File: src/rtl/exe_muldiv_sched_if.sv
// Control bundle between the EXE/hazard logic and the multiply/divide scheduler.
// The master side drives requests and flush/back-pressure; the slave side is the scheduler.
interface exe_muldiv_sched_if;
  logic i_EXE_mult_req;
  logic i_EXE_div_req;
  logic i_EXE_signed;
  logic i_EXE_divisor_zero;
  logic i_flush;
  logic i_MEM_stall;
  logic o_mult_start;
  logic o_div_start;
  logic o_unit_signed;
  logic o_unit_abort;
  logic o_EXE_stall;
  logic o_EXE_MEM_ena;
  logic o_busy;
  logic o_result_valid;
  logic o_div_by_zero;

  modport master (
    output i_EXE_mult_req, i_EXE_div_req, i_EXE_signed, i_EXE_divisor_zero,
           i_flush, i_MEM_stall,
    input  o_mult_start, o_div_start, o_unit_signed, o_unit_abort,
           o_EXE_stall, o_EXE_MEM_ena, o_busy, o_result_valid, o_div_by_zero
  );

  modport slave (
    input  i_EXE_mult_req, i_EXE_div_req, i_EXE_signed, i_EXE_divisor_zero,
           i_flush, i_MEM_stall,
    output o_mult_start, o_div_start, o_unit_signed, o_unit_abort,
           o_EXE_stall, o_EXE_MEM_ena, o_busy, o_result_valid, o_div_by_zero
  );
endinterface

File: src/rtl/exe_muldiv_sched.sv
// Sequences the shared multi-cycle multiplier/divider beside the EXE stage: start/abort,
// EXE stall, EXE->MEM enable gating, and result hold under MEM back-pressure.
module exe_muldiv_sched #(
  parameter int MULT_CYCLES = 4,
  parameter int DIV_CYCLES  = 33,
  parameter int CNT_W       = 6
) (
  input  logic               clk,
  input  logic               resetn,
  exe_muldiv_sched_if.slave  bus
);

  typedef enum logic [1:0] {
    IDLE     = 2'd0,
    MULT_RUN = 2'd1,
    DIV_RUN  = 2'd2,
    DONE     = 2'd3
  } state_t;

  state_t           state, state_n;
  logic [CNT_W-1:0] cnt, cnt_n;
  logic             sgn, sgn_n;
  logic             dbz, dbz_n;

  logic mult_start, div_start, abort, stall, busy, result_valid;

  // NOTE: sequential state uses non-blocking assignments so every register samples
  // the pre-edge values of its peers; blocking here would create order-dependent races.
  always_ff @(posedge clk or negedge resetn) begin
    if (!resetn) begin
      state <= IDLE;
      cnt   <= '0;
      sgn   <= 1'b0;
      dbz   <= 1'b0;
    end else begin
      state <= state_n;
      cnt   <= cnt_n;
      sgn   <= sgn_n;
      dbz   <= dbz_n;
    end
  end

  // NOTE: every signal driven here gets a default first; a path that skipped one
  // would infer a latch.
  always_comb begin
    state_n      = state;
    cnt_n        = cnt;
    sgn_n        = sgn;
    dbz_n        = dbz;
    mult_start   = 1'b0;
    div_start    = 1'b0;
    abort        = 1'b0;
    stall        = 1'b0;
    busy         = (state == MULT_RUN) || (state == DIV_RUN);
    result_valid = (state == DONE);

    if (bus.i_flush) begin
      // Flush beats everything: no issue, no stall, kill the unit only if it is running.
      state_n = IDLE;
      cnt_n   = '0;
      dbz_n   = 1'b0;
      abort   = busy;
    end else begin
      unique case (state)
        IDLE: begin
          if (bus.i_EXE_div_req) begin
            stall = 1'b1;
            sgn_n = bus.i_EXE_signed;
            if (bus.i_EXE_divisor_zero) begin
              state_n = DONE;
              dbz_n   = 1'b1;
            end else begin
              div_start = 1'b1;
              cnt_n     = CNT_W'(DIV_CYCLES - 1);
              state_n   = DIV_RUN;
            end
          end else if (bus.i_EXE_mult_req) begin
            stall      = 1'b1;
            sgn_n      = bus.i_EXE_signed;
            mult_start = 1'b1;
            cnt_n      = CNT_W'(MULT_CYCLES - 1);
            state_n    = MULT_RUN;
          end
        end
        MULT_RUN, DIV_RUN: begin
          stall = 1'b1;
          if (cnt == '0) state_n = DONE;
          else           cnt_n   = cnt - 1'b1;
        end
        DONE: begin
          // The request is still high here; leaving only through IDLE keeps it from restarting.
          if (!bus.i_MEM_stall) begin
            state_n = IDLE;
            dbz_n   = 1'b0;
          end
        end
        default: state_n = IDLE;
      endcase
    end
  end

  // Combinational outputs are forced low during reset so the pipeline sees no enable or pulse.
  assign bus.o_mult_start   = resetn & mult_start;
  assign bus.o_div_start    = resetn & div_start;
  assign bus.o_unit_signed  = resetn & sgn;
  assign bus.o_unit_abort   = resetn & abort;
  assign bus.o_EXE_stall    = resetn & stall;
  assign bus.o_EXE_MEM_ena  = resetn & ~stall & ~bus.i_MEM_stall;
  assign bus.o_busy         = resetn & busy;
  assign bus.o_result_valid = resetn & result_valid;
  assign bus.o_div_by_zero  = resetn & dbz;

endmodule

File: src/flat_wrapper.sv
// flat-port wrapper written by rule: the top's interface ports become plain ports
module exe_muldiv_sched_flat 
#(
  parameter int MULT_CYCLES = 4,
  parameter int DIV_CYCLES  = 33,
  parameter int CNT_W       = 6
)
  (clk, resetn, bus_i_EXE_mult_req, bus_i_EXE_div_req, bus_i_EXE_signed, bus_i_EXE_divisor_zero, bus_i_flush, bus_i_MEM_stall, bus_o_mult_start, bus_o_div_start, bus_o_unit_signed, bus_o_unit_abort, bus_o_EXE_stall, bus_o_EXE_MEM_ena, bus_o_busy, bus_o_result_valid, bus_o_div_by_zero);
  exe_muldiv_sched_if bus_i ();
  input  logic clk;
  input  logic resetn;
  input wire logic [$bits(bus_i.i_EXE_mult_req)-1:0] bus_i_EXE_mult_req;
  input wire logic [$bits(bus_i.i_EXE_div_req)-1:0] bus_i_EXE_div_req;
  input wire logic [$bits(bus_i.i_EXE_signed)-1:0] bus_i_EXE_signed;
  input wire logic [$bits(bus_i.i_EXE_divisor_zero)-1:0] bus_i_EXE_divisor_zero;
  input wire logic [$bits(bus_i.i_flush)-1:0] bus_i_flush;
  input wire logic [$bits(bus_i.i_MEM_stall)-1:0] bus_i_MEM_stall;
  output wire logic [$bits(bus_i.o_mult_start)-1:0] bus_o_mult_start;
  output wire logic [$bits(bus_i.o_div_start)-1:0] bus_o_div_start;
  output wire logic [$bits(bus_i.o_unit_signed)-1:0] bus_o_unit_signed;
  output wire logic [$bits(bus_i.o_unit_abort)-1:0] bus_o_unit_abort;
  output wire logic [$bits(bus_i.o_EXE_stall)-1:0] bus_o_EXE_stall;
  output wire logic [$bits(bus_i.o_EXE_MEM_ena)-1:0] bus_o_EXE_MEM_ena;
  output wire logic [$bits(bus_i.o_busy)-1:0] bus_o_busy;
  output wire logic [$bits(bus_i.o_result_valid)-1:0] bus_o_result_valid;
  output wire logic [$bits(bus_i.o_div_by_zero)-1:0] bus_o_div_by_zero;
  assign bus_i.i_EXE_mult_req = bus_i_EXE_mult_req;
  assign bus_i.i_EXE_div_req = bus_i_EXE_div_req;
  assign bus_i.i_EXE_signed = bus_i_EXE_signed;
  assign bus_i.i_EXE_divisor_zero = bus_i_EXE_divisor_zero;
  assign bus_i.i_flush = bus_i_flush;
  assign bus_i.i_MEM_stall = bus_i_MEM_stall;
  assign bus_o_mult_start = bus_i.o_mult_start;
  assign bus_o_div_start = bus_i.o_div_start;
  assign bus_o_unit_signed = bus_i.o_unit_signed;
  assign bus_o_unit_abort = bus_i.o_unit_abort;
  assign bus_o_EXE_stall = bus_i.o_EXE_stall;
  assign bus_o_EXE_MEM_ena = bus_i.o_EXE_MEM_ena;
  assign bus_o_busy = bus_i.o_busy;
  assign bus_o_result_valid = bus_i.o_result_valid;
  assign bus_o_div_by_zero = bus_i.o_div_by_zero;
  exe_muldiv_sched #(.MULT_CYCLES(MULT_CYCLES), .DIV_CYCLES(DIV_CYCLES), .CNT_W(CNT_W)) u_core (.clk(clk), .resetn(resetn), .bus(bus_i));
endmodule
File: config.mk
export PLATFORM = sky130hd
export DESIGN_NAME = exe_muldiv_sched_flat
export DESIGN_NICKNAME = d
export VERILOG_FILES = /design/src/rtl/exe_muldiv_sched_if.sv /design/src/rtl/exe_muldiv_sched.sv /design/src/flat_wrapper.sv
export SDC_FILE = /design/constraint.sdc
export NUM_CORES = 1
export LEC_CHECK = 0
export ABC_AREA = 1
export CORE_MARGIN = 2
export CORE_UTILIZATION = 40
export CTS_BUF_LIST = sky130_fd_sc_hd__clkbuf_8
export DETAILED_ROUTE_END_ITERATION = 7
export MAX_ROUTING_LAYER = met4
export PLACE_DENSITY = 0.68
export RECOVER_POWER = 25
export SLEW_MARGIN = 10
export SYNTH_ARGS = -nofsm -noshare
export SYNTH_HDL_FRONTEND = slang
export SYNTH_SLANG_ARGS = --single-unit
File: constraint.sdc
create_clock -name clk -period 1.4 [get_ports clk]
set_input_delay 0.28 -clock clk [delete_from_list [all_inputs] [get_ports clk]]
set_output_delay 0.28 -clock clk [all_outputs]
set_load 0.03 [all_outputs]
==> run_1/m1.png <==
Bar = 10 um. Supply wires on this layer in gray.
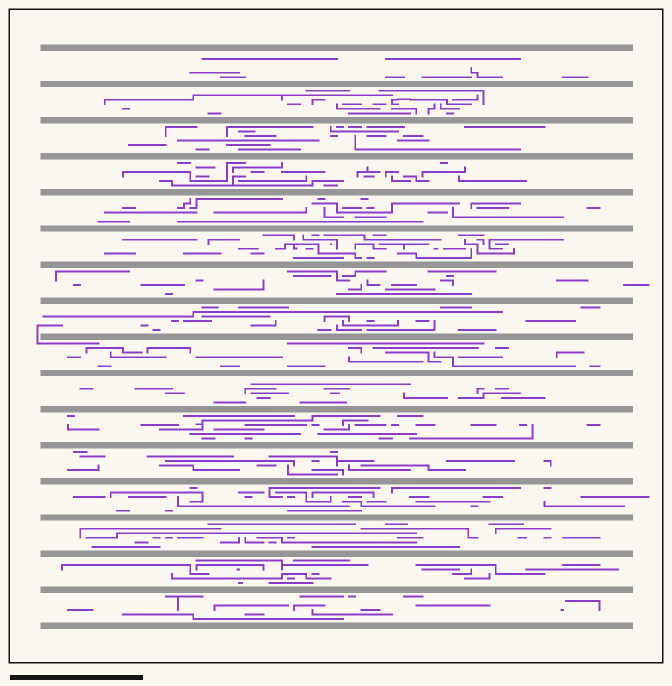
The layer carries 1,140 um of wire. The longest straight run is 23.2 um. The layer holds 41% of the routed length. The wires run mostly horizontal. 153 nets have wire on it.

==> run_1/m2.png <==
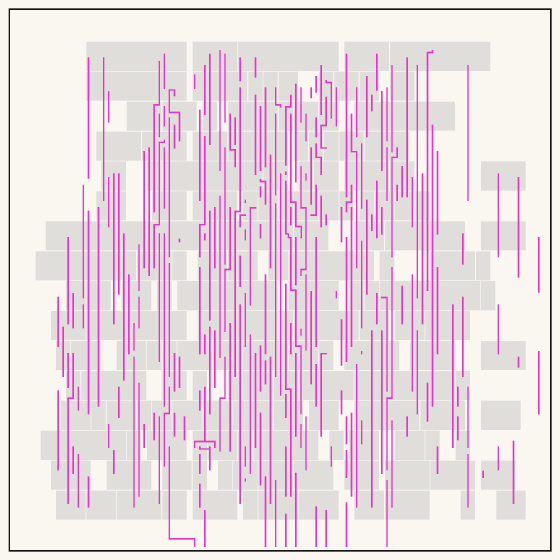
The layer carries 1,460 um of wire. The wires run mostly vertical. 152 nets have wire on it. The longest straight run is 25.5 um.
Routed WL: 2.79 mm
routed vias: 969
met2 GRT Util: 0.417

==> Slide: Implementation Results, run 1 <==
Run Summary

Outcome
  • Status: complete, but fails checks
  • Failing checks: setup timing

Layout
  • Most instantiated logic cell after routing: buf_4
  • Top reg by flops: u_core.cnt
  • Comb area share: 0.454
  • N_diodes: 0
  • Share of layout cells above drive strength 1: 0.565
  • Max-area cell class: logic gates
  • # clk buffers: 4
  • Sequential cell area share: 0.167

Worst setup path
  • CP delay by family, top: buffers and inverters
  • Reg-to-reg startpoint: u_core.state[0]

Clock network
  • # hold bufs at CTS: 0
  • CTS max path bufs: 2

Routing
  • Top Metal Used: met4
  • Metal2 WL: 1.46 mm
  • Vias per cell: 5.15
  • Antenna Violating Nets Remaining: 0

Placed design
  • DP Area: 1160 um2

Synthesis
  • Basic Gates by Area: 0.368
  • XORs/XNORs by Area: 0
  • Largest area contributor in the netlist: dfrtp_1
  • Synth Warn #: 0
  • Mapped Cells: 113
  • Asr flop ratio synth: 1.00

Pwr
  • Comb pwr: 0.00259 W
  • Max VDD drop: 1400 uV
  • P_leak: 0.731 nW
  • Switching pwr: 0.00168 W

Timing
  • Final worst slack: -0.442 ns
  • Final setup vio count: 16

Job
  • Max Cap Viol: 0

Floorplanning
  • Die width: 49.1 um

Hold path
  • Tightest Hold Check Type: in2async
==> run_1/m3.png <==
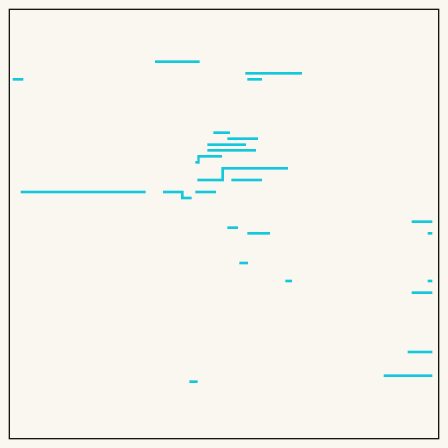
The layer holds 3.0% of the routed length. The wires run mostly horizontal. 18 nets have wire on it. The layer carries 82.8 um of wire. The longest straight run is 14.0 um.

==> run_1/congestion_map.png <==
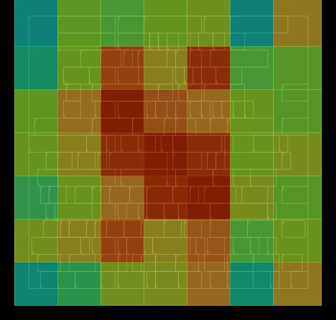

--- run 2 (diff from run 1) ---
- CORE_ASPECT_RATIO: default -> 0.75
- clock period: 1.4 -> 1.6 ns (I/O delays scaled with it)
==> run_2/congestion_map.png <==
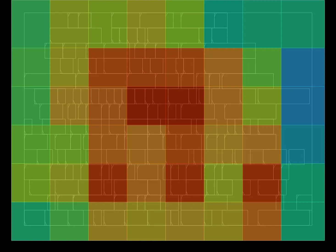
met3 Usage GRT: 0.0579
gr usage total: 0.258
M1 GR Usage: 0.330
GR peak layer: met2
final core utilization: 0.735

==> Slide: Implementation Results, run 2 <==
Run Summary

Synthesis
  • XORs/XNORs by Area: 0 (unchanged)
  • Asr flop ratio synth: 1.00 (unchanged)
  • Largest area contributor in the netlist: dfrtp_1 (unchanged)
  • Synth Warn #: 0 (unchanged)

Layout
  • N_diodes: 0 (unchanged)
  • # clk buffers: 4 (unchanged)
  • Most instantiated logic cell after routing: buf_4 (unchanged)
  • Comb area share: 0.413 (was 0.454)
  • Max-area cell class: logic gates (unchanged)
  • Share of layout cells above drive strength 1: 0.509 (was 0.565)

Routing
  • Routed vias: 1,002 (was 969)
  • Routed WL: 3.07 mm (was 2.79 mm)
  • Vias per cell: 5.36 (was 5.15)

Pwr
  • P_leak: 0.732 nW (was 0.731 nW)
  • Comb pwr: 0.00213 W (was 0.00259 W)
  • Max VDD drop: 1450 uV (was 1400 uV)

Timing
  • Final worst slack: -0.298 ns (was -0.442 ns)
  • Final setup vio count: 15 (was 16)

Outcome
  • Failing checks: setup timing (unchanged)
  • Status: complete, but fails checks (unchanged)

Job
  • Max Cap Viol: 0 (unchanged)

Clock network
  • # hold bufs at CTS: 0 (unchanged)
==> run_2/class_map.png <==
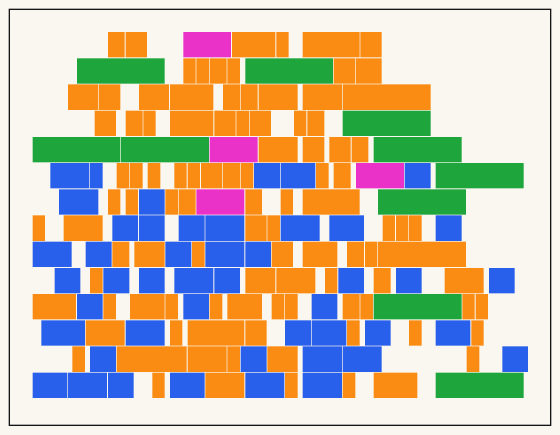
Key: remaining buffers and delay cells = blue [cells 47]; clock drivers and dummy loads = magenta [cells 4]; sequential cells = green [cells 10]; remaining logic cells = orange [cells 102]
design area: 1440 um2
sequential cell area share: 0.173
cell row count: 14
Core ar.: 1960 um2

No activity file was given, so power comes from the tool's default toggle rates.
